==> config.mk <==
export PLATFORM = sky130hd
export DESIGN_NAME = spi_regfile_peripheral
export DESIGN_NICKNAME = d
export VERILOG_FILES = /design/src/rtl/spi_regfile_peripheral.sv
export SDC_FILE = /design/constraint.sdc
export NUM_CORES = 1
export LEC_CHECK = 0
export ABC_AREA = 0
export ABC_CLOCK_PERIOD_IN_PS = 2200
export CELL_PAD_IN_SITES_DETAIL_PLACEMENT = 1
export CELL_PAD_IN_SITES_GLOBAL_PLACEMENT = 1
export CORE_AREA = 2 2 104 106
export DETAILED_ROUTE_END_ITERATION = 8
export DIE_AREA = 0 0 106 108
export PLACE_DENSITY_LB_ADDON = 0.12
export SLEW_MARGIN = 0
export SYNTH_ARGS = -nofsm -noshare
export SYNTH_HDL_FRONTEND = slang
export SYNTH_SLANG_ARGS = --single-unit
==> constraint.sdc <==
create_clock -name clk -period 2.2 [get_ports clk]
set_clock_uncertainty 0.15 [all_clocks]
set_input_delay 0.33 -clock clk [delete_from_list [all_inputs] [get_ports clk]]
set_output_delay 0.33 -clock clk [all_outputs]
set_load 0.02 [all_outputs]
==> src/rtl/spi_regfile_peripheral.sv <==
// SPI mode-0 peripheral feeding a small register file: frames are R/W, 7-bit address, DATA_W data bits.
// All SPI pins are asynchronous and are synchronised into clk before any decoding.
module spi_regfile_peripheral #(
    parameter int NUM_REGS    = 5,
    parameter int DATA_W      = 8,
    parameter int SYNC_STAGES = 2
) (
    input  logic                       clk,
    input  logic                       rst_n,
    input  logic                       sclk,
    input  logic                       COPI,
    input  logic                       nCS,
    output logic                       CIPO,
    output logic                       cipo_oe,
    output logic [NUM_REGS*DATA_W-1:0] regs_flat,
    output logic                       wr_strobe,
    output logic [6:0]                 wr_addr,
    output logic                       frame_err
);

    localparam int FL    = 8 + DATA_W;
    localparam int CNT_W = $clog2(FL + 2);
    localparam int SH_W  = (DATA_W > 7) ? DATA_W : 7;

    localparam logic [CNT_W-1:0] CNT_ONE = CNT_W'(1);
    localparam logic [CNT_W-1:0] CNT_HDR = CNT_W'(7);
    localparam logic [CNT_W-1:0] CNT_RD  = CNT_W'(9);
    localparam logic [CNT_W-1:0] CNT_FL  = CNT_W'(FL);
    localparam logic [CNT_W-1:0] CNT_SAT = CNT_W'(FL + 1);

    typedef enum logic [1:0] {
        IDLE,
        HEADER,
        DATA
    } state_t;

    state_t                  state_q, state_d;
    logic [SYNC_STAGES-1:0]  sclk_sync_q, sclk_sync_d;
    logic [SYNC_STAGES-1:0]  copi_sync_q, copi_sync_d;
    logic [SYNC_STAGES-1:0]  ncs_sync_q, ncs_sync_d;
    logic [CNT_W-1:0]        cnt_q, cnt_d;
    logic [SH_W-1:0]         shreg_q, shreg_d;
    logic                    rw_q, rw_d;
    logic [6:0]              addr_q, addr_d;
    logic [DATA_W-1:0]       out_q, out_d;
    logic [DATA_W-1:0]       regs_q [NUM_REGS];
    logic [DATA_W-1:0]       regs_d [NUM_REGS];
    logic                    wr_strobe_q, wr_strobe_d;
    logic [6:0]              wr_addr_q, wr_addr_d;
    logic                    frame_err_q, frame_err_d;

    logic                    sclk_rise, sclk_fall, ncs_rise, ncs_fall, copi_s;
    logic [7:0]              hdr_word;
    logic [DATA_W-1:0]       rd_word;

    always_comb begin
        sclk_sync_d = {sclk_sync_q[SYNC_STAGES-2:0], sclk};
        copi_sync_d = {copi_sync_q[SYNC_STAGES-2:0], COPI};
        ncs_sync_d  = {ncs_sync_q[SYNC_STAGES-2:0], nCS};
    end

    assign sclk_rise = sclk_sync_q[SYNC_STAGES-2] & ~sclk_sync_q[SYNC_STAGES-1];
    assign sclk_fall = ~sclk_sync_q[SYNC_STAGES-2] & sclk_sync_q[SYNC_STAGES-1];
    assign ncs_rise  = ncs_sync_q[SYNC_STAGES-2] & ~ncs_sync_q[SYNC_STAGES-1];
    assign ncs_fall  = ~ncs_sync_q[SYNC_STAGES-2] & ncs_sync_q[SYNC_STAGES-1];
    assign copi_s    = copi_sync_q[SYNC_STAGES-1];

    // Header as it stands once the 8th bit is shifted in; used to latch rw/addr and pre-load read data.
    assign hdr_word = {shreg_q[6:0], copi_s};

    always_comb begin
        rd_word = '0;
        for (int i = 0; i < NUM_REGS; i++) begin
            if (hdr_word[6:0] == 7'(i)) begin
                rd_word = regs_q[i];
            end
        end
    end

    always_comb begin
        state_d     = state_q;
        cnt_d       = cnt_q;
        shreg_d     = shreg_q;
        rw_d        = rw_q;
        addr_d      = addr_q;
        out_d       = out_q;
        regs_d      = regs_q;
        wr_strobe_d = 1'b0;
        wr_addr_d   = wr_addr_q;
        frame_err_d = 1'b0;

        if (ncs_fall) begin
            // A fall outside IDLE aborts the current frame without evaluating it.
            state_d = HEADER;
            cnt_d   = '0;
            shreg_d = '0;
        end else if (ncs_rise) begin
            state_d = IDLE;
            cnt_d   = '0;
            if (cnt_q == CNT_FL) begin
                if (rw_q) begin
                    for (int i = 0; i < NUM_REGS; i++) begin
                        if (addr_q == 7'(i)) begin
                            regs_d[i]   = shreg_q[DATA_W-1:0];
                            wr_strobe_d = 1'b1;
                            wr_addr_d   = addr_q;
                        end
                    end
                end
            end else if (cnt_q != '0) begin
                frame_err_d = 1'b1;
            end
        end else begin
            case (state_q)
                HEADER: begin
                    if (sclk_rise) begin
                        shreg_d = {shreg_q[SH_W-2:0], copi_s};
                        cnt_d   = cnt_q + CNT_ONE;
                        if (cnt_q == CNT_HDR) begin
                            rw_d    = hdr_word[7];
                            addr_d  = hdr_word[6:0];
                            state_d = DATA;
                            if (!hdr_word[7]) begin
                                out_d = rd_word;
                            end
                        end
                    end
                end
                DATA: begin
                    if (sclk_rise) begin
                        // Bits beyond the frame length are dropped so the data field stays intact.
                        if (cnt_q < CNT_FL) begin
                            shreg_d = {shreg_q[SH_W-2:0], copi_s};
                        end
                        if (cnt_q != CNT_SAT) begin
                            cnt_d = cnt_q + CNT_ONE;
                        end
                    end else if (sclk_fall && !rw_q && (cnt_q >= CNT_RD)) begin
                        out_d = out_q << 1;
                    end
                end
                default: ;
            endcase
        end
    end

    always_ff @(posedge clk or negedge rst_n) begin
        if (!rst_n) begin
            sclk_sync_q <= '0;
            copi_sync_q <= '0;
            ncs_sync_q  <= '1;
            state_q     <= IDLE;
            cnt_q       <= '0;
            shreg_q     <= '0;
            rw_q        <= 1'b0;
            addr_q      <= '0;
            out_q       <= '0;
            wr_strobe_q <= 1'b0;
            wr_addr_q   <= '0;
            frame_err_q <= 1'b0;
            for (int i = 0; i < NUM_REGS; i++) begin
                regs_q[i] <= '0;
            end
        end else begin
            sclk_sync_q <= sclk_sync_d;
            copi_sync_q <= copi_sync_d;
            ncs_sync_q  <= ncs_sync_d;
            state_q     <= state_d;
            cnt_q       <= cnt_d;
            shreg_q     <= shreg_d;
            rw_q        <= rw_d;
            addr_q      <= addr_d;
            out_q       <= out_d;
            wr_strobe_q <= wr_strobe_d;
            wr_addr_q   <= wr_addr_d;
            frame_err_q <= frame_err_d;
            regs_q      <= regs_d;
        end
    end

    always_comb begin
        regs_flat = '0;
        for (int i = 0; i < NUM_REGS; i++) begin
            regs_flat[i*DATA_W +: DATA_W] = regs_q[i];
        end
    end

    // Drive CIPO only while a read's data phase is in progress and we are still selected.
    assign cipo_oe   = (state_q == DATA) && !rw_q && !ncs_sync_q[SYNC_STAGES-1];
    assign CIPO      = cipo_oe & out_q[DATA_W-1];
    assign wr_strobe = wr_strobe_q;
    assign wr_addr   = wr_addr_q;
    assign frame_err = frame_err_q;

endmodule

Figure 1. Sizing map.
Drawn at 3 px/um.
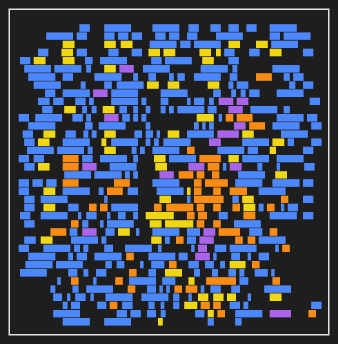
- purple: drive 6 and up (cells 19; share 4.4%; most used clkbuf_8)
- orange: drive 3 to 4 (cells 59; share 14%; most used buf_4)
- yellow: drive 2 (cells 57; share 13%; most used mux2_2)
- blue: drive 1 or less (cells 297; share 69%; most used dfrtp_1)
final instance area: 5400 um2
setup ws final: -0.0589 ns
buffers outside the clock class: 97

Figure 2. M1 wires.
Drawn at 4 px/um.
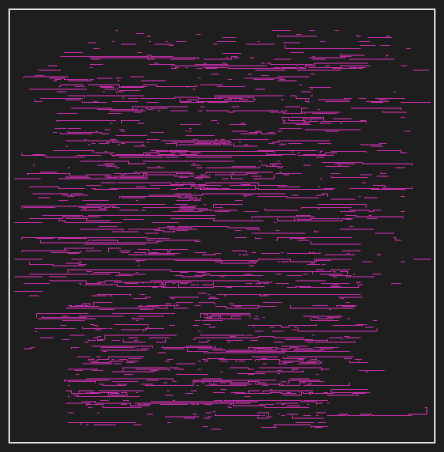
- main direction: horizontal
- share of all routed wire: 46%
- nets with wire on the layer: 396
- longest straight run: 42.3 um
- wire length on this layer: 5,240 um
final WL: 11,300 um
Via Count: 3,024
met1 Usage GRT: 27.9%

==> flow_summary.ini <==
; yosys + openroad results
[run_status]
status = finished, violations left
violations = negative setup slack

[drt]
viasPerCell = 5.32
drt_iter0_drc = 98
ant_nets = 0
drc_errors = 0

[placed_design]
io_buffers = 55

[yosys]
synth_area_per_cell_um2 = 12.1
edf_count = 0
yosys_warnings = 0
synthAdderAreaFrac_pct = 2.18
syn_area_um2 = 4020
async_flop_share_pct = 100
yosys.area.top_type = dfrtp_1
synthAoiAreaFrac_pct = 10.1
ys_sh_mux_pct = 19.3
top_cells_by_area = dfrtp_1 (52%), mux2_2 (11%), mux2i_1 (5.0%), o21ai_0 (3.5%), mux2_1 (3.4%)
synth_cell_types = 47
top_cell = dfrtp_1

[run]
drv_cap = 0

[cells_and_area]
flop_area_um2 = 2150
drive_gt1_share_pct = 31.3
layout_top_cell = dfrtp_1

[setup_path]
reg2regPathDepth = 8
r2r_setup_slack_ns = -0.06
crit_path_max_fanout = 3
crit_start = ncs_sync_q[0]
cp-end-kind = flip-flop
reg2reg_to = regs_flat[16]
crit_arrival_ns = 2.35
worstPathRequired_ns = 2.29
start_kind = flip-flop
critPathSlowestCell = dfstp_2

[pwr]
p_seq_share_pct = 48.9
seq_cell_power_w = 0.00173
max-vdd-ir-drop_mv = 0.321
clock_power_share_pct = 29.0
combPwrFrac_pct = 22.2
pg_clk_w = 0.00103
p_int_w = 0.00241
switching_power_w = 0.00114
power_leader = registers

[die]
std_cell_rows = 37
ios = 56
fp-utilization_pct = 39.3
die.size.y_um = 108
die_area_um2 = 11400

[sta]
setup_viol = 22
tightest_slew_ns = 0.523
finalHoldViolations = 0
layout_setup_ws_ns = -0.0589
slew_viol_final = 0

[clock_network]
tritoncts = done
ctsRootBufferMaster = clkbuf_8

[global_routing]
antenna_found_initial = 0
grt_max_degree = 54
grt_pass1_vias = 3312
track_usage_pct = 21.1

[hold_path]
min_path_type = in -> async
stage by stage:
stage               area (um2)  instances  power, W  setup WS, ns  util (%)
detailed placement        5030        548   0.00249        -0.141      49.1
global placement          5030        548   0.00248       -0.0755      49.1
floorplan                 4060        333   0.00215       -0.0325         -
CTS                       5300        566   0.00355       -0.0607      51.8
finish                    5400        568   0.00355       -0.0589      52.8
global route              5400        568   0.00374        -0.155      52.8
flip-flops by register name (all words and copies together), names as in the netlist, 2 cells and up:
name / count
regs_flat: 40
out_q: 8
shreg_q: 8
addr_q: 7
wr_addr: 7
cnt_q: 5
copi_sync_q: 2
ncs_sync_q: 2
sclk_sync_q: 2
state_q: 2
timing repair:
item                                   4_1_cts  5_1_grt
cloned                                       0        0
resized                                     26       21
setup buffers                                2        3
pin swaps                                    1        4
setup endpoints to repair                   54       60
hold buffers                                 1        0
endpoints found under the hold margin       84        0
per-layer routing:
layer / vias up / part of all wire [%] / global-route usage, %
met5: - / 0 / 0
met4: 0 / 1.6 / 7.71
met3: 15 / 2.8 / 3.56
met2: 63 / 49 / 35.3
met1: 1548 / 46 / 27.9
li1: 1398 / - / -
critical path, delay by kind of cell (launching register included):
kind	cells	cell delay, ns
DFF	1	0.57
adders and majority gates	1	0.15
muxes	1	0.31
buffers and inverters	3	0.38
and+or+nand+nor	3	0.60
area by class of cell:
type | instances | share of cell area, %
Clock inverter | 5 | 0.625
Clock buffer | 11 | 2.62
Sequential cell | 86 | 39.9
Multi-Input combinational cell | 216 | 35.9
Timing Repair Buffer | 97 | 16.6
Tap cell | 136 | 3.15
Inverter | 17 | 1.18
Power figures rest on the tool's default switching activity, not on a simulated workload.
